===== config.mk =====
export PLATFORM = sky130hd
export DESIGN_NAME = shifter_pipelined
export DESIGN_NICKNAME = d
export VERILOG_FILES = /design/src/rtl/shifter_pkg.sv /design/src/rtl/shifter_pipe_stage.sv /design/src/rtl/shifter_pipelined.sv
export SDC_FILE = /design/constraint.sdc
export NUM_CORES = 1
export LEC_CHECK = 0
export ABC_AREA = 1
export CAP_MARGIN = 0
export CORE_MARGIN = 5
export CORE_UTILIZATION = 30
export DETAILED_ROUTE_END_ITERATION = 6
export PLACE_DENSITY = 0.54
export SKIP_CTS_REPAIR_TIMING = 1
export SYNTH_ARGS = -nofsm -noshare
export SYNTH_HDL_FRONTEND = slang
export SYNTH_SLANG_ARGS = --single-unit

===== constraint.sdc =====
create_clock -name clk_i -period 2.2 [get_ports clk_i]
set_clock_uncertainty 0.2 [all_clocks]
set_input_delay 0.33 -clock clk_i [delete_from_list [all_inputs] [get_ports clk_i]]
set_output_delay 0.33 -clock clk_i [all_outputs]
set_load 0.01 [all_outputs]

===== src/rtl/shifter_pkg.sv =====
// Shared types for the pipelined barrel shifter.
// Holds the shift opcode enum and its width.
package shifter_pkg;

  localparam int SHIFT_OP_W = 3;

  typedef enum logic [SHIFT_OP_W-1:0] {
    SLL = 3'd0,
    SRL = 3'd1,
    SRA = 3'd2,
    ROL = 3'd3,
    ROR = 3'd4
  } shift_op_t;

endpackage


===== src/rtl/shifter_pipe_stage.sv =====
// One level of the pipelined barrel shifter.
// Ports: clk_i/rst_i, en_i (advance), *_i from the previous
// level, *_o registered towards the next level. Applies a
// fixed shift of 2**stage when bit `stage` of amt_i is set.
module shifter_pipe_stage
  import shifter_pkg::*;
#(
  parameter int nb_bits_data  = 32,
  parameter int stage         = 0,
  parameter int nb_bits_shift = 5,
  parameter int nb_bits_tag   = 5
) (
  input  logic                     clk_i,
  input  logic                     rst_i,
  input  logic                     en_i,
  input  logic                     valid_i,
  input  logic [SHIFT_OP_W-1:0]    op_i,
  input  logic [nb_bits_data-1:0]  data_i,
  input  logic [nb_bits_shift-1:0] amt_i,
  input  logic [nb_bits_tag-1:0]   tag_i,
  input  logic                     sign_i,
  output logic                     valid_o,
  output logic [SHIFT_OP_W-1:0]    op_o,
  output logic [nb_bits_data-1:0]  data_o,
  output logic [nb_bits_shift-1:0] amt_o,
  output logic [nb_bits_tag-1:0]   tag_o,
  output logic                     sign_o
);

  localparam int W = nb_bits_data;
  localparam int S = 2 ** stage;
  localparam logic [W-1:0] ONES = '1;

  logic [W-1:0] shifted;

  // sign_i is the original operand MSB, so SRA fill is
  // independent of what earlier levels did to the data.
  always_comb begin
    shifted = data_i;
    if (amt_i[stage]) begin
      unique case (shift_op_t'(op_i))
        SLL: shifted = data_i << S;
        SRL: shifted = data_i >> S;
        SRA: shifted = (data_i >> S)
                     | (sign_i ? ~(ONES >> S) : '0);
        ROL: shifted = (data_i << S)
                     | (data_i >> (W - S));
        ROR: shifted = (data_i >> S)
                     | (data_i << (W - S));
        default: shifted = data_i;
      endcase
    end
  end

  always_ff @(posedge clk_i) begin
    if (rst_i) begin
      valid_o <= 1'b0;
      op_o    <= '0;
      data_o  <= '0;
      amt_o   <= '0;
      tag_o   <= '0;
      sign_o  <= 1'b0;
    end else if (en_i) begin
      valid_o <= valid_i;
      op_o    <= op_i;
      data_o  <= shifted;
      amt_o   <= amt_i;
      tag_o   <= tag_i;
      sign_o  <= sign_i;
    end
  end

endmodule


===== src/rtl/shifter_pipelined.sv =====
// Pipelined barrel shifter, one register level per amount bit.
// Ports: valid_i/ready_o input handshake with op_i, data_i,
// shift_value_i, tag_i; valid_o/ready_i output handshake with
// data_o (zero when idle) and tag_o. Global stall on backpressure.
module shifter_pipelined
  import shifter_pkg::*;
#(
  parameter int nb_bits_data  = 32,
  parameter int nb_bits_shift = 5,
  parameter int nb_bits_tag   = 5
) (
  input  logic                     clk_i,
  input  logic                     rst_i,
  input  logic                     valid_i,
  output logic                     ready_o,
  input  logic [SHIFT_OP_W-1:0]    op_i,
  input  logic [nb_bits_data-1:0]  data_i,
  input  logic [nb_bits_shift-1:0] shift_value_i,
  input  logic [nb_bits_tag-1:0]   tag_i,
  output logic                     valid_o,
  input  logic                     ready_i,
  output logic [nb_bits_data-1:0]  data_o,
  output logic [nb_bits_tag-1:0]   tag_o
);

  localparam int N = nb_bits_shift;

  if (2 ** nb_bits_shift > nb_bits_data) begin : g_bad_shift
    $error("2**nb_bits_shift must not exceed nb_bits_data");
  end
  if (nb_bits_tag < 1) begin : g_bad_tag
    $error("nb_bits_tag must be at least 1");
  end

  logic                     valid_c [0:N];
  logic [SHIFT_OP_W-1:0]    op_c    [0:N];
  logic [nb_bits_data-1:0]  data_c  [0:N];
  logic [nb_bits_shift-1:0] amt_c   [0:N];
  logic [nb_bits_tag-1:0]   tag_c   [0:N];
  logic                     sign_c  [0:N];

  logic advance;

  // Whole pipe moves together; it only freezes when a finished
  // result is sitting at the output and nobody takes it.
  assign advance = !valid_c[N] || ready_i;
  assign ready_o = advance;

  assign valid_c[0] = valid_i;
  assign op_c[0]    = op_i;
  assign data_c[0]  = data_i;
  assign amt_c[0]   = shift_value_i;
  assign tag_c[0]   = tag_i;
  assign sign_c[0]  = data_i[nb_bits_data-1];

  for (genvar k = 0; k < N; k++) begin : g_stage
    shifter_pipe_stage #(
      .nb_bits_data  (nb_bits_data),
      .stage         (k),
      .nb_bits_shift (nb_bits_shift),
      .nb_bits_tag   (nb_bits_tag)
    ) u_stage (
      .clk_i   (clk_i),
      .rst_i   (rst_i),
      .en_i    (advance),
      .valid_i (valid_c[k]),
      .op_i    (op_c[k]),
      .data_i  (data_c[k]),
      .amt_i   (amt_c[k]),
      .tag_i   (tag_c[k]),
      .sign_i  (sign_c[k]),
      .valid_o (valid_c[k+1]),
      .op_o    (op_c[k+1]),
      .data_o  (data_c[k+1]),
      .amt_o   (amt_c[k+1]),
      .tag_o   (tag_c[k+1]),
      .sign_o  (sign_c[k+1])
    );
  end

  assign valid_o = valid_c[N];
  assign data_o  = valid_c[N] ? data_c[N] : '0;
  assign tag_o   = tag_c[N];

  logic unused_tail;
  assign unused_tail = ^{op_c[N], amt_c[N], sign_c[N]};

endmodule


**Logic cells by family**

Scale: 2 px per um.
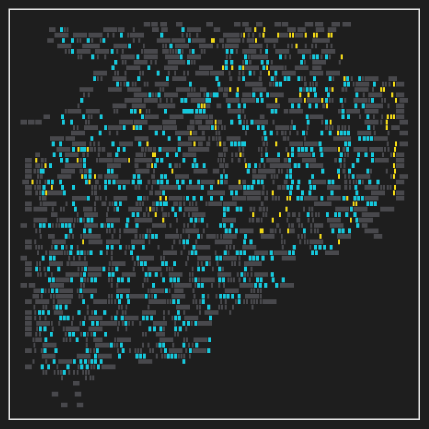
Cyan is aoi and oai cells, cells 583. Yellow is inv cells, cells 105.

**Routing congestion map**

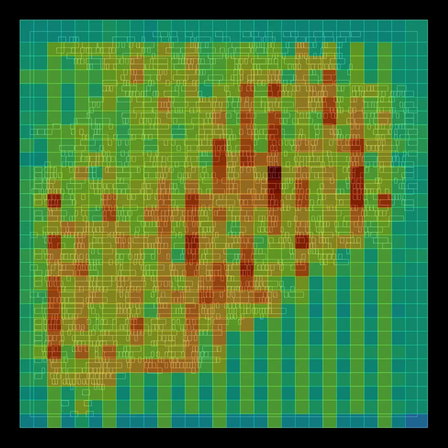
WL/cell: 14.9 um
Total GRT Usage: 16.1%

**Cell sizes after repair**

Scale: 2 px per um.
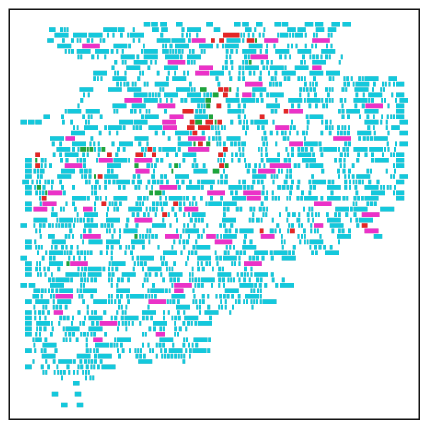
Magenta is _6 and larger, cells 59, share 3.3%, most used clkbuf_16. Red is _3 and _4 cells, cells 35, share 1.9%, most used buf_4. Green is _2 cells, cells 29, share 1.6%, most used inv_2. Cyan is _0 and _1 cells, cells 1,692, share 93%, most used nand2_1.

==> reports/qor.yml <==
status: "complete, no violations"
hold_depth: 3
intPower_uw: 7450
drt_iter0_markers: 793
clk_share_pct: 6.82
wl_met3_um: 1630
drv_cap: 0
edf_count: 0
netlist-cell-type-count: 31
fin_area_mm2: 0.0137
use_met2_pct: 26.1
p_seq_uw: 4380
met2WireLength_um: 15600
synth_seq_share_pct: 38.2
cp_max_fo: 7
p_seq_share_pct: 43.0
arrival_ps: 1550
cts_tree: "yes"
ctsHtreeMaxLevel: 1
dp.cells: 2277
num_rows: 71
grt_overflow: 0
yosysChipArea_mm2: 0.0113
grt_pass1_wl_um: 57300
rsz0062_at_grt: "false"
period_minus_slack_ps: 2080
hold_class: "input port to register"
multi_input_comb_cells: 1317
n_fill_cell: 4189
viasPerCell: 5.01
drtAntennaViolNets: 0
async_flop_share_pct: 0
required_ps: 1670
design.core.area_mm2: 0.0375
seq_cells: 216
num_vias: 11600
r2r-start: "g_stage[2].u_stage.op_o[0]$_SDFFE_PP0P_"
worstMarginPinSlew_ps: 706
p_leak_uw: 0.00606
synthTopCellsByArea: "dfxtp_1, nand2_1, a21oi_1"
use_met1_pct: 23.3
finalWorstSetupSlack_ps: 120
drive_gt1_share_pct: 6.78
synth_flops: 216
rr_worst_depth: 7
yosys.area_share.simple_pct: 26.4
pre_cts_slack_ps: 46.3
largest_registers: "g_stage.u_stage.data_o: 160 flops, g_stage.u_stage.tag_o: 25 flops, g_stage.u_stage.op_o: 12 flops"
antenna_found_initial: 0
yosysMostFrequentCell: "nand2_1"
**Metal 3**

Scale: 1.5 px per um.
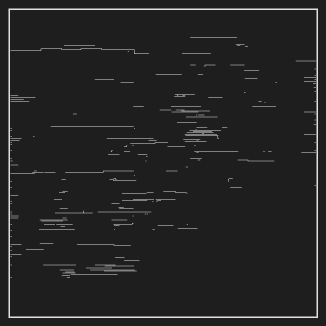
The layer holds 4.7% of the routed length. The longest straight run is 55.0 um. 131 nets have wire on it.

**M2 wires**

Scale: 1.5 px per um.
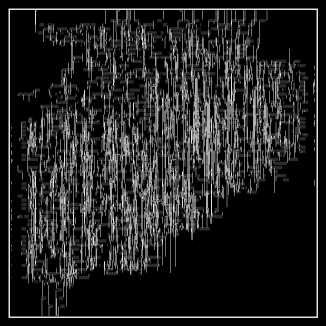
The wires run mostly vertical. The layer holds 45% of the routed length. The longest straight run is 70.0 um.

